**config.mk**
```make
export PLATFORM = sky130hd
export DESIGN_NAME = window_accumulator
export DESIGN_NICKNAME = d
export VERILOG_FILES = /design/src/rtl/window_accumulator.sv
export SDC_FILE = /design/constraint.sdc
export NUM_CORES = 1
export LEC_CHECK = 0
export CORE_MARGIN = 1
export CORE_UTILIZATION = 59
export DETAILED_ROUTE_END_ITERATION = 8
export PLACE_DENSITY = 0.81
export SLEW_MARGIN = 10
export SYNTH_ARGS = -nofsm -noshare
export SYNTH_HDL_FRONTEND = slang
export SYNTH_SLANG_ARGS = --single-unit
```
**constraint.sdc**
```tcl
create_clock -name clk -period 4.2 [get_ports clk]
set_input_delay 0.84 -clock clk [delete_from_list [all_inputs] [get_ports clk]]
set_output_delay 0.84 -clock clk [all_outputs]
set_load 0.02 [all_outputs]
```
**src/rtl/window_accumulator.sv**
```systemverilog
// Moving-window accumulator: registered signed sum of the last DEPTH +/-X contributions.
// Optional rounded average output enabled by defining WINDOW_ACCUMULATOR_AVG_EN.
module window_accumulator #(
    parameter int unsigned N     = 8,
    parameter int unsigned DEPTH = 4,
    localparam int unsigned G    = $clog2(DEPTH),
    localparam int unsigned W    = N + 1 + G
) (
    input  logic                 clk,
    input  logic                 reset_n,
    input  logic                 clear,
    input  logic                 load,
    input  logic                 add_n,
    input  logic signed [N-1:0]  X,
    output logic signed [W-1:0]  Q,
`ifdef WINDOW_ACCUMULATOR_AVG_EN
    output logic signed [N:0]    avg,
`endif
    output logic                 q_valid,
    output logic                 primed
);

    localparam int unsigned PW = G;
    localparam int unsigned CW = $clog2(DEPTH + 1);

    logic signed [N:0]   ring_q [DEPTH];
    logic signed [W-1:0] sum_q, sum_d;
    logic [PW-1:0]       ptr_q, ptr_d;
    logic [CW-1:0]       cnt_q, cnt_d;
    logic                valid_q, valid_d;
    logic signed [N:0]   xs, contrib, evict;
    logic                accept;

    assign accept = load && !clear;

    always_comb begin
        xs      = {X[N-1], X};
        // N+1 bits make the negation of the most negative sample exact.
        contrib = add_n ? -xs : xs;
        evict   = ring_q[ptr_q];
        sum_d   = sum_q;
        ptr_d   = ptr_q;
        cnt_d   = cnt_q;
        valid_d = 1'b0;
        if (clear) begin
            sum_d = '0;
            ptr_d = '0;
            cnt_d = '0;
        end else if (load) begin
            sum_d   = sum_q + {{G{contrib[N]}}, contrib} - {{G{evict[N]}}, evict};
            ptr_d   = (ptr_q == PW'(DEPTH - 1)) ? '0 : ptr_q + 1'b1;
            cnt_d   = (cnt_q == CW'(DEPTH)) ? cnt_q : cnt_q + 1'b1;
            valid_d = 1'b1;
        end
    end

    always_ff @(posedge clk or negedge reset_n) begin
        if (!reset_n) begin
            sum_q   <= '0;
            ptr_q   <= '0;
            cnt_q   <= '0;
            valid_q <= 1'b0;
            for (int i = 0; i < int'(DEPTH); i++) ring_q[i] <= '0;
        end else begin
            sum_q   <= sum_d;
            ptr_q   <= ptr_d;
            cnt_q   <= cnt_d;
            valid_q <= valid_d;
            if (clear) begin
                for (int i = 0; i < int'(DEPTH); i++) ring_q[i] <= '0;
            end else if (accept) begin
                ring_q[ptr_q] <= contrib;
            end
        end
    end

    assign Q       = sum_q;
    assign q_valid = valid_q;
    assign primed  = (cnt_q == CW'(DEPTH));

`ifdef WINDOW_ACCUMULATOR_AVG_EN
    if ((DEPTH & (DEPTH - 1)) != 0) begin : g_depth_check
        $error("window_accumulator: DEPTH must be a power of 2 when avg is enabled");
    end

    logic signed [W-1:0] rnd;
    logic signed [N:0]   avg_q, avg_d;

    // Round half up, then keep the upper N+1 bits (arithmetic shift by G).
    assign rnd = sum_d + W'(2 ** (G - 1));

    always_comb begin
        avg_d = avg_q;
        if (clear) begin
            avg_d = '0;
        end else if (load) begin
            avg_d = rnd[W-1:G];
        end
    end

    always_ff @(posedge clk or negedge reset_n) begin
        if (!reset_n) begin
            avg_q <= '0;
        end else begin
            avg_q <= avg_d;
        end
    end

    assign avg = avg_q;
`endif

endmodule

```
**Run 1: signal wires on met1**

Supply wires on this layer in gray. Cells faint in the background.
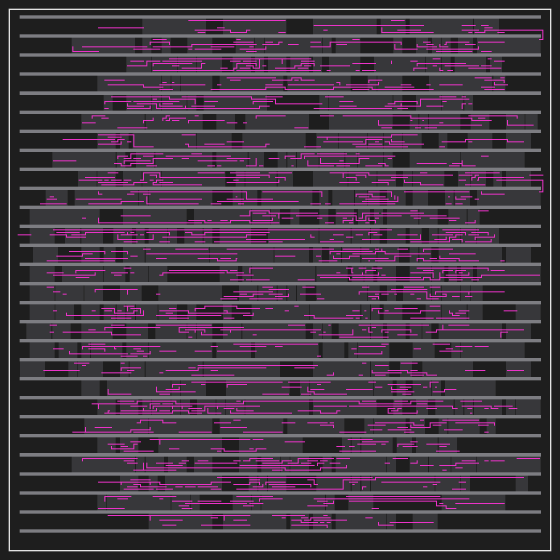
- share of all routed wire: 44%
- longest straight run: 48.3 um
- nets with wire on the layer: 383

**Run 1: routing congestion**

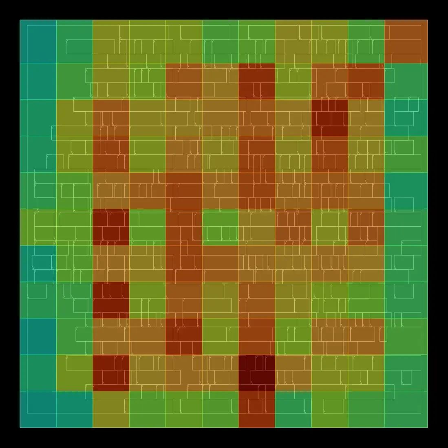
met3 GRT Util: 0.0357
Top Usage Layer GRT: met2
met1 Resource Use GR: 0.350

==> results.py, run 1 <==
# Generated from Yosys and OpenROAD reports
metrics = {
    "layout": {
        "non_filler_instances": 447,
        "fillers": 411,
        "synthToLayoutAreaGrowth_pct": 18.2,
        "final_nets": 416,
        "utilization": 0.720,
        "insertedDiodeCount": 0,
        "drive_gt1_frac": 0.147,
    },
    "routing": {
        "first_pass_iters": 4,
        "detail_route.iter0.violations": 120,
        "via_count": 2497,
        "finalWirelength_um": 6920,
        "drc_errors": 0,
        "route.detailed.wl_per_inst_um": 15.5,
        "drt.antenna.violating_nets": 0,
        "vias_per_cell": 5.59,
    },
    "pwr": {
        "pwr.group.combinational_uw": 1030,
        "leakage_uw": 0.00181,
        "max-vdd-ir-drop_mv": 0.267,
        "combPwrFrac": 0.511,
        "pg_clk_uw": 367,
        "pwr.group.sequential_uw": 614,
        "sw_frac_of_total": 0.377,
        "p_sw_uw": 757,
        "power.density_cell_area_nw_per_um2": 509,
        "cell_internal_pwr_uw": 1250,
    },
    "final_timing": {
        "final_max_slew_viol_count": 0,
        "final_min_period_over_clock_period": 0.953,
        "fmaxAchievable_mhz": 250,
        "period_minus_slack_ps": 4000,
        "timing_worst_slew_pin_value_ps": 680,
        "timing_hold_violations_final": 0,
        "finalSetupTns_ps": 0,
        "grt_setup_unrepaired": "false",
        "final.setup.worst_slack_ps": 197,
        "final-setup-viol-count": 0,
        "fin_worst_skew_ps": 6.58,
    },
    "job": {
        "max_cap_violations": 0,
        "tool_warnings": 31,
    },
    "yosys": {
        "avgSynthCellArea_sq_um": 10.1,
        "dominant_cell_area_share": 0.398,
        "synth_async_sr_flop_share": 1.00,
        "yosys-top-cells-count": "sky130_fd_sc_hd__dfrtp_1, sky130_fd_sc_hd__nor2_1, sky130_fd_sc_hd__inv_1, sky130_fd_sc_hd__a211oi_1, sky130_fd_sc_hd__ha_1",
        "ys_area_sq_um": 3330,
        "yosysCellCount": 331,
        "synth.distinct_cells": 42,
        "ys_warn_count": 0,
        "mappedNetlistNets": 373,
        "top_cells_by_area": "sky130_fd_sc_hd__dfrtp_1, sky130_fd_sc_hd__a211oi_1, sky130_fd_sc_hd__ha_1",
        "ys_ff": 53,
        "synthesis.area_sq_um": 3330,
        "enable_flop_cells": 0,
    },
    "grt": {
        "grt_pass1_vias": 2481,
        "grt_antenna_before_repair": 0,
        "grt_use_total": 0.254,
        "grt_remaining_overflow": 0,
        "first_pass_grt_wire_length_um": 11700,
    },
    "floorplanning": {
        "die_x_um": 77.2,
        "std_cell_rows": 27,
        "dieArea_sq_um": 5950,
        "fp-utilization": 0.609,
        "core_area_sq_um": 5470,
        "boundaryPins": 26,
    },
    "clock_network": {
        "htree_levels": 2,
        "clock_latency_ps": 320,
        "cts.hold.buffers_added": 0,
        "buffer_type_at_the_clock_tree_root": "sky130_fd_sc_hd__clkbuf_8",
        "cts-buffers-inserted": 5,
        "numClockSinks": 53,
    },
    "critical_path": {
        "critical_path.endpoint_type": "flip-flop",
        "timing.critical_path.arrival_ps": 4210,
        "timing.setup.critical_path_class": "in2reg",
        "r2r_cells": 12,
        "r2r_setup_slack_ps": 650,
        "start_kind": "input port",
        "terminus_of_the_critical_flop_to_flop_path": "Q[10]",
        "critPathRequiredTime_ps": 4410,
        "max_fo_critical_path": 4,
    },
    "placed_design": {
        "place_worst_setup_slack_ps": -168,
        "port_buffers": 25,
        "globalplace.congestion": 0.909,
        "dpl.hpwl_um": 5060,
        "numPlacedInstances": 437,
    },
    "run_status": {
        "status": "finished, final reports clean",
    },
    "hold_path": {
        "hp-class": "in2async",
    },
}
**Run 1: met2 routing**

Cells faint in the background.
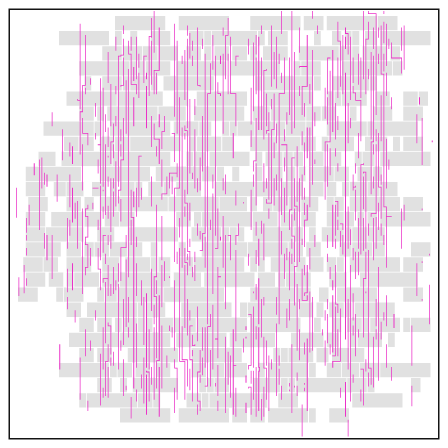
- main direction: vertical
- longest straight run: 47.9 um
- nets with wire on the layer: 343
- wire length on this layer: 3,460 um
- share of all routed wire: 50%

## run 1: area by class of cell
class                           count  area (sq um)  share of cell area
Clock inverter                      3          47.5              0.0121
Multi-Input combinational cell    221          1800               0.457
Tap cell                           72          90.1              0.0229
Inverter                           38           143              0.0362
Clock buffer                        5          68.8              0.0175
Timing Repair Buffer               55           465               0.118
Sequential cell                    53          1330               0.337
## run 1: timing repair
item / CTS / global route
endpoints found under the setup margin: 0 / 1
setup buffers: 0 / 2
gates resized: 0 / 1
## run 1: worst max-delay path, cell delays in order
cell and delay, ps:
sky130_fd_sc_hd__clkdlybuf4s50_1 420, sky130_fd_sc_hd__or3_4 390, sky130_fd_sc_hd__o41ai_2 320, sky130_fd_sc_hd__xor2_1 120
sky130_fd_sc_hd__buf_4 170, sky130_fd_sc_hd__fa_1 500, sky130_fd_sc_hd__inv_1 40, sky130_fd_sc_hd__ha_1 300
sky130_fd_sc_hd__a21o_1 160, sky130_fd_sc_hd__nand2_1 60, sky130_fd_sc_hd__a21boi_0 250, sky130_fd_sc_hd__o21ai_0 150
sky130_fd_sc_hd__o21ai_1 170, sky130_fd_sc_hd__mux2_1 320
## run 1: per-layer routing
layer | part of all wire | vias up
met4 | 0.013 | 0
met3 | 0.043 | 8
met5 | 0 | -
li1 | - | 1216
met2 | 0.50 | 67
met1 | 0.44 | 1206
## run 1: placed cells by master, fill, tap and decap left out, drive strengths merged, types with 3 or more instances in the layout
cell | Yosys | final
mux2i | 12 | 12
or3 | 3 | 3
nor2b | 3 | 3
xnor2 | 7 | 7
nand2b | 5 | 5
xor2 | 7 | 7
fa | 10 | 10
nand2 | 10 | 10
nor3 | 3 | 3
mux4 | 9 | 9
a211oi | 32 | 32
a21oi | 12 | 12
ha | 19 | 19
buf | 6 | 32
inv | 38 | 40
o21ai | 5 | 5
a21o | 3 | 3
clkbuf | 13 | 5
nand3 | 3 | 3
and2 | 5 | 5
nor2 | 53 | 53
clkdlybuf4s50 | 0 | 23
dfrtp | 53 | 53
## run 1: logic make-up after synthesis
kind of cell | after synthesis | share of synthesized area
fa+ha+maj | 29 | 0.131
flops | 53 | 0.398
xor+xnor | 14 | 0.0368
compound gates | 62 | 0.136
mux | 23 | 0.104
buf+inv | 57 | 0.0642
simple gates | 93 | 0.131
## run 1: state kept, by name, summed over array words and instances, names as in the netlist
name     flops
Q           11
q_valid      1
cnt_q        3
ptr_q        2
ring_q      36
## run 1: how the worst max path moves through the flow
| stage | startpoint | endpoint | depth (start not counted) |
|---|---|---|---|
| 2_1_floorplan | X[3] | Q[10] | 12 |
| 3_3_place_gp | X[3] | Q[10] | 13 |
| 3_5_place_dp | X[3] | Q[10] | 13 |
| 4_1_cts | X[3] | Q[10] | 13 |
| 5_1_grt | X[3] | Q[10] | 14 |
| 6_report | X[3] | Q[10] | 14 |
## run 1: through the flow
step	cell area, sq um	hold slack (ps)
floorplan	3330	481
global placement	3800	499
detailed placement	3800	508
CTS	3920	483
global route	3940	497
finish	3940	473
--- run 2 (diff from run 1) ---
--- a/config.mk
+++ b/config.mk
@@ -5,7 +5,7 @@
 export SDC_FILE = /design/constraint.sdc
 export NUM_CORES = 1
 export LEC_CHECK = 0
-export CORE_MARGIN = 1
+export CORE_MARGIN = 4
 export CORE_UTILIZATION = 59
 export DETAILED_ROUTE_END_ITERATION = 8
 export PLACE_DENSITY = 0.81
==> results.py, run 2 <==
# Generated from Yosys and OpenROAD reports
metrics = {
    "yosys": {
        "avgSynthCellArea_sq_um": 10.1,
        "enable_flop_cells": 0,
        "synthesis.area_sq_um": 3330,
        "ys_warn_count": 0,
        "dominant_cell_area_share": 0.398,
        "synth.distinct_cells": 42,
        "mappedNetlistNets": 373,
        "synth_async_sr_flop_share": 1.00,
    },
    "final_timing": {
        "final_min_period_over_clock_period": 0.941,
        "timing_hold_violations_final": 0,
        "timing_worst_slew_pin_value_ps": 673,
        "grt_setup_unrepaired": "false",
        "period_minus_slack_ps": 3950,
        "final_max_slew_viol_count": 0,
        "finalSetupTns_ps": 0,
        "fmaxAchievable_mhz": 253,
        "final.setup.worst_slack_ps": 246,
    },
    "layout": {
        "non_filler_instances": 450,
        "final_nets": 419,
        "insertedDiodeCount": 0,
        "final_cell_mix": "sky130_fd_sc_hd__dfrtp_1, sky130_fd_sc_hd__nor2_1, sky130_fd_sc_hd__inv_1",
        "drive_gt1_frac": 0.153,
        "synthToLayoutAreaGrowth_pct": 18.9,
        "register_name_with_the_most_flops": "ring_q",
    },
    "pwr": {
        "max-vdd-ir-drop_mv": 0.293,
        "leakage_uw": 0.00182,
        "power.density_cell_area_nw_per_um2": 515,
    },
    "clock_network": {
        "buffer_type_at_the_clock_tree_root": "sky130_fd_sc_hd__clkbuf_8",
        "cts-buffers-inserted": 5,
        "htree_levels": 2,
        "numClockSinks": 53,
        "cts.hold.buffers_added": 0,
    },
    "job": {
        "max_cap_violations": 0,
        "tool_warnings": 31,
    },
    "critical_path": {
        "path_delay_family": "AND-OR/OR-AND gates",
        "crit_chain": "clkdlybuf4s50_1 -> or3_4 -> o41ai_2 -> xor2_1 -> buf_4 -> fa_1 -> inv_1 -> ha_1 -> a21o_1 -> nand2_1 -> a21boi_0 -> o21ai_0 -> o21ai_1 -> mux2_1",
        "critical_path.slowest_cell": "sky130_fd_sc_hd__fa_1",
        "crit_buf_inv": 3,
        "timing.critical_path.arrival_ps": 4160,
        "critPathRequiredTime_ps": 4400,
        "critical_path.endpoint_type": "flip-flop",
        "max_fo_critical_path": 4,
        "timing.setup.critical_path_class": "in2reg",
        "start_kind": "input port",
    },
    "placed_design": {
        "dpl.hpwl_um": 5300,
        "numPlacedInstances": 440,
        "place_worst_setup_slack_ps": -237,
    },
    "floorplanning": {
        "core_area_sq_um": 5510,
        "fp-utilization": 0.605,
        "die_x_um": 83.2,
    },
    "routing": {
        "finalWirelength_um": 7020,
        "drc_errors": 0,
        "wl_met1_um": 3080,
        "detail_route.iter0.violations": 93,
        "wl_met3_um": 275,
        "via_count": 2521,
        "drt.antenna.violating_nets": 0,
        "dr_wl_met2_um": 3580,
        "vias_per_cell": 5.60,
        "routed.top_layer": "met4",
    },
    "run_status": {
        "status": "finished, final reports clean",
    },
    "grt": {
        "first_pass_grt_wire_length_um": 12200,
        "grt_use_total": 0.214,
        "grt_pass1_vias": 2613,
        "grt_antenna_before_repair": 0,
        "grt_remaining_overflow": 0,
    },
}
[run 2: cells by family after synthesis]
logic type | synth area share
adders and majority gates | 0.131
DFF | 0.398
and+or+nand+nor | 0.131
xor gates and xnor gates | 0.0368
buffers and inverters | 0.0642
AOI/OAI and AO/OA | 0.136
muxes | 0.104
[run 2: final timing paths]
path,from,slack (ps),endpoint,depth (start not counted)
worst max-delay path,X[3],250,Q[10],14
worst min-delay path,reset_n,470,Q[7],1
worst max register to register,ptr_q[0],630,Q[7],10
worst min register to register,ring_q[27],540,ring_q[27],2
max in group asynchronous,reset_n,2950,ring_q[23],2
min in group clk,ring_q[27],540,ring_q[27],2
[run 2: layer usage]
metal  vias up  GRT usage
li1       1217          -
met1      1235      0.283
met2        59      0.367
met3        10     0.0327
met4         0     0.0594
met5         -          0
[run 2: per-stage QoR]
stage	util	hold slack, ps	instance area, sq um
finish	0.720	471	3960
global route	0.720	502	3960
CTS	0.716	489	3940
detailed placement	0.695	519	3820
global placement	0.695	501	3820
floorplan	-	481	3330
[run 2: where the power goes]
group | total [uW] | switching [uW] | internal [uW] | leakage [uW]
registers | 616 | 48.1 | 568 | 0.000717
logic | 1060 | 535 | 522 | 0.00105
clock network | 366 | 184 | 182 | 0.0000591
[run 2: what timing repair did]
| action | 4_1_cts | 5_1_grt |
|---|---|---|
| buffers inserted | 0 | 2 |
| resized | 0 | 1 |
| setup endpoints to repair | 0 | 1 |
[run 2: area by class of cell]
type,instances,area [sq um],area share
multi-input combinational,221,1800,0.454
sequential,53,1330,0.335
timing repair buffer,58,488,0.123
inverter,38,143,0.0360
tap,72,90.1,0.0227
clock buffer,5,68.8,0.0174
clock inverter,3,47.5,0.0120
[run 2: worst reg2reg max path, delay by kind of cell (launching register included)]
kind / cells / cell delay, ps
adders and majority gates: 2 / 830
and+or+nand+nor: 2 / 560
buffers and inverters: 1 / 60
muxes: 1 / 600
AOI/OAI and AO/OA: 4 / 740
DFF: 1 / 670
**Run 2: wires at chosen ports, followed through buffers**

Scale bar: 20 um.
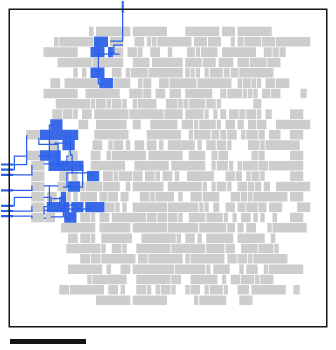
- X: blue (direction input; edge 7 west, 1 north; end cells 21; buffers 14; wire 224 um)
# port buffers: 25
number of ports placed on the die boundary: 26

--- run 3 (diff from run 2) ---
--- a/config.mk
+++ b/config.mk
@@ -9,6 +9,8 @@
 export CORE_UTILIZATION = 59
 export DETAILED_ROUTE_END_ITERATION = 8
 export PLACE_DENSITY = 0.81
+export RECOVER_POWER = 50
+export SKIP_LAST_GASP = 1
 export SLEW_MARGIN = 10
 export SYNTH_ARGS = -nofsm -noshare
 export SYNTH_HDL_FRONTEND = slang
==> results.py, run 3 <==
# Generated from Yosys and OpenROAD reports
metrics = {
    "final_timing": {
        "period_minus_slack_ps": 3960,
        "final_max_slew_viol_count": 34,
        "hold-worst-slack_ps": 541,
        "grt_setup_unrepaired": "false",
    },
    "clock_network": {
        "htree_levels": 2,
        "clock_latency_ps": 310,
    },
    "critical_path": {
        "origin_of_the_worst_setup_path": "X[3]",
        "start_kind": "input port",
        "r2r_cells": 10,
        "r2r_setup_slack_ps": 630,
        "path_delay_family": "AND-OR/OR-AND gates",
        "critical_path_cell_count": 14,
    },
    "pwr": {
        "cell_internal_pwr_uw": 1270,
        "power.density_cell_area_nw_per_um2": 515,
    },
    "job": {
        "tool_warnings": 31,
        "max_cap_violations": 1,
    },
    "floorplanning": {
        "dieArea_sq_um": 6920,
    },
    "routing": {
        "routed.top_layer": "met4",
        "dr_wl_met2_um": 3580,
        "drt.antenna.violating_nets": 0,
        "wl_met1_um": 3080,
        "vias_per_cell": 5.63,
    },
    "layout": {
        "largest_reg_flops": 36,
        "fillers": 377,
        "synthToLayoutAreaGrowth_pct": 18.8,
    },
    "grt": {
        "grt_remaining_overflow": 0,
        "grt_antenna_before_repair": 0,
        "first_pass_grt_wire_length_um": 12200,
        "grt_pass1_vias": 2613,
    },
    "yosys": {
        "ys_warn_count": 0,
        "synth_async_sr_flop_share": 1.00,
        "ys_ff": 53,
        "top_cells_by_area": "sky130_fd_sc_hd__dfrtp_1, sky130_fd_sc_hd__a211oi_1, sky130_fd_sc_hd__ha_1",
        "dominant_cell_area_share": 0.398,
        "enable_flop_cells": 0,
        "mappedNetlistNets": 373,
    },
    "placed_design": {
        "dpl.hpwl_um": 5300,
        "placement.cell_area_sq_um": 3820,
    },
    "run_status": {
        "violations_in_the_final_reports": "max-capacitance violations, max-slew violations",
        "status": "finished with violations",
    },
    "hold_path": {
        "holdCritStartpoint": "ring_q[27]",
    },
}
-- run 3: cell counts after synthesis --
Identical to the previous run, type by type.
-- run 3: cells by family after synthesis --
kind of cell,count (synthesis),synth area share
and+or+nand+nor,93,0.131
AOI/OAI and AO/OA,62,0.136
buffers and inverters,57,0.0642
DFF,53,0.398
adders and majority gates,29,0.131
muxes,23,0.104
xor gates and xnor gates,14,0.0368
-- run 3: repair_timing --
item	CTS	global route
setup buffers	0	2
gates resized	0	1
endpoints found under the setup margin	0	1
-- run 3: worst min-delay path by stage --
| stage | slack, ps | to | cells past startpoint |
|---|---|---|---|
| finish | 540 | ring_q[27] | 2 |
| global route | 570 | ring_q[27] | 2 |
| CTS | 490 | Q[7] | 1 |
| detailed placement | 520 | ring_q[9] | 2 |
| global placement | 500 | ring_q[9] | 2 |
| floorplan | 480 | ring_q[9] | 2 |
-- run 3: stage by stage --
| stage | utilization | power [uW] | setup slack, ps | cells |
|---|---|---|---|---|
| 2_1_floorplan | - | 1290 | 424 | 331 |
| 3_3_place_gp | 0.695 | 1640 | -111 | 440 |
| 3_5_place_dp | 0.695 | 1670 | -237 | 440 |
| 4_1_cts | 0.716 | 2040 | 98.8 | 448 |
| 5_1_grt | 0.719 | 2210 | 50.6 | 450 |
| 6_report | 0.719 | 2040 | 245 | 450 |
-- run 3: tightest hold or removal path, cell delays in order, from the launching register on --
cell and delay (ps):
sky130_fd_sc_hd__dfrtp_1 360, sky130_fd_sc_hd__mux2i_1 70, sky130_fd_sc_hd__nor2_1 80
-- run 3: cell type report --
cell class                 count  area, sq um  share of cell area
multi-input combinational    221         1800               0.455
clock buffer                   5         68.8              0.0174
inverter                      38          143              0.0360
timing repair buffer          58          483               0.122
sequential                    53         1330               0.335
tap                           72         90.1              0.0228
clock inverter                 3         47.5              0.0120
-- run 3: metal layers --
| metal | vias to the layer above | track usage |
|---|---|---|
| met5 | - | 0 |
| met4 | 0 | 0.0594 |
| met3 | 10 | 0.0327 |
| met2 | 68 | 0.367 |
| met1 | 1236 | 0.283 |
| li1 | 1218 | - |
-- run 3: power groups by stage --
stage / clock network [uW] / registers [uW] / logic, uW
6_report: 366 / 616 / 1060
5_1_grt: 397 / 625 / 1190
4_1_cts: 371 / 616 / 1060
3_5_place_dp: 0 / 625 / 1050
3_3_place_gp: 0 / 622 / 1010
2_1_floorplan: 0 / 652 / 636
**Run 3: signal wires on met1**

Supply wires on this layer in gray. Cells faint in the background.
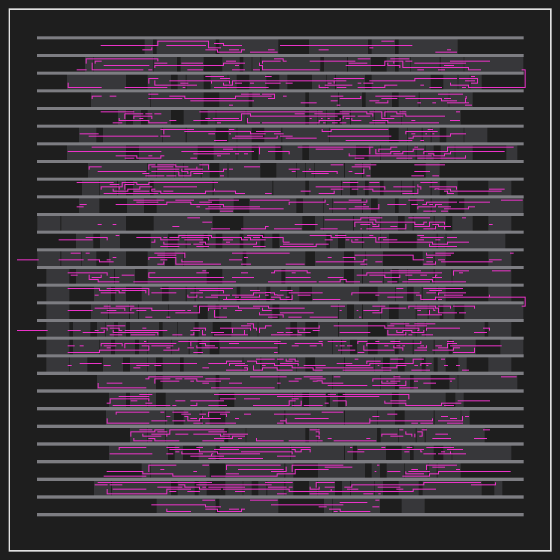
vias: 2,532
met1 Resource Use GR: 0.283
routed wire length: 7020 um


==> notes/layouts.md <==
Pictures saved along the way, in no particular order.

Register map, names as in the netlist.
Other sequential cells in the stronger gray, the rest of the logic in the fainter gray.
picture 1
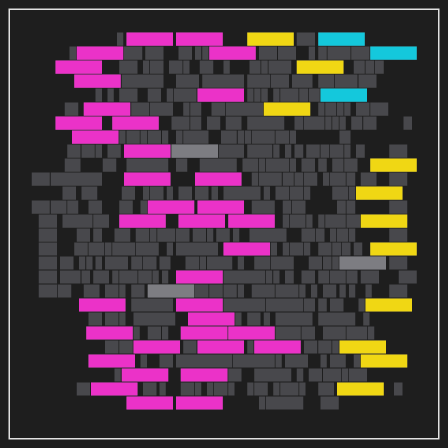
picture 2
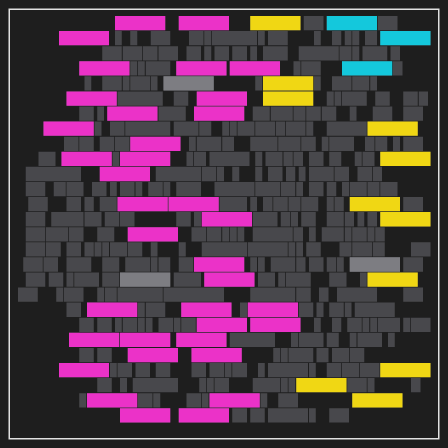
| picture | from |
|---|---|
| picture 1 | run 2 |
| picture 2 | run 1 |

Power is estimated from default activity; no workload was simulated.
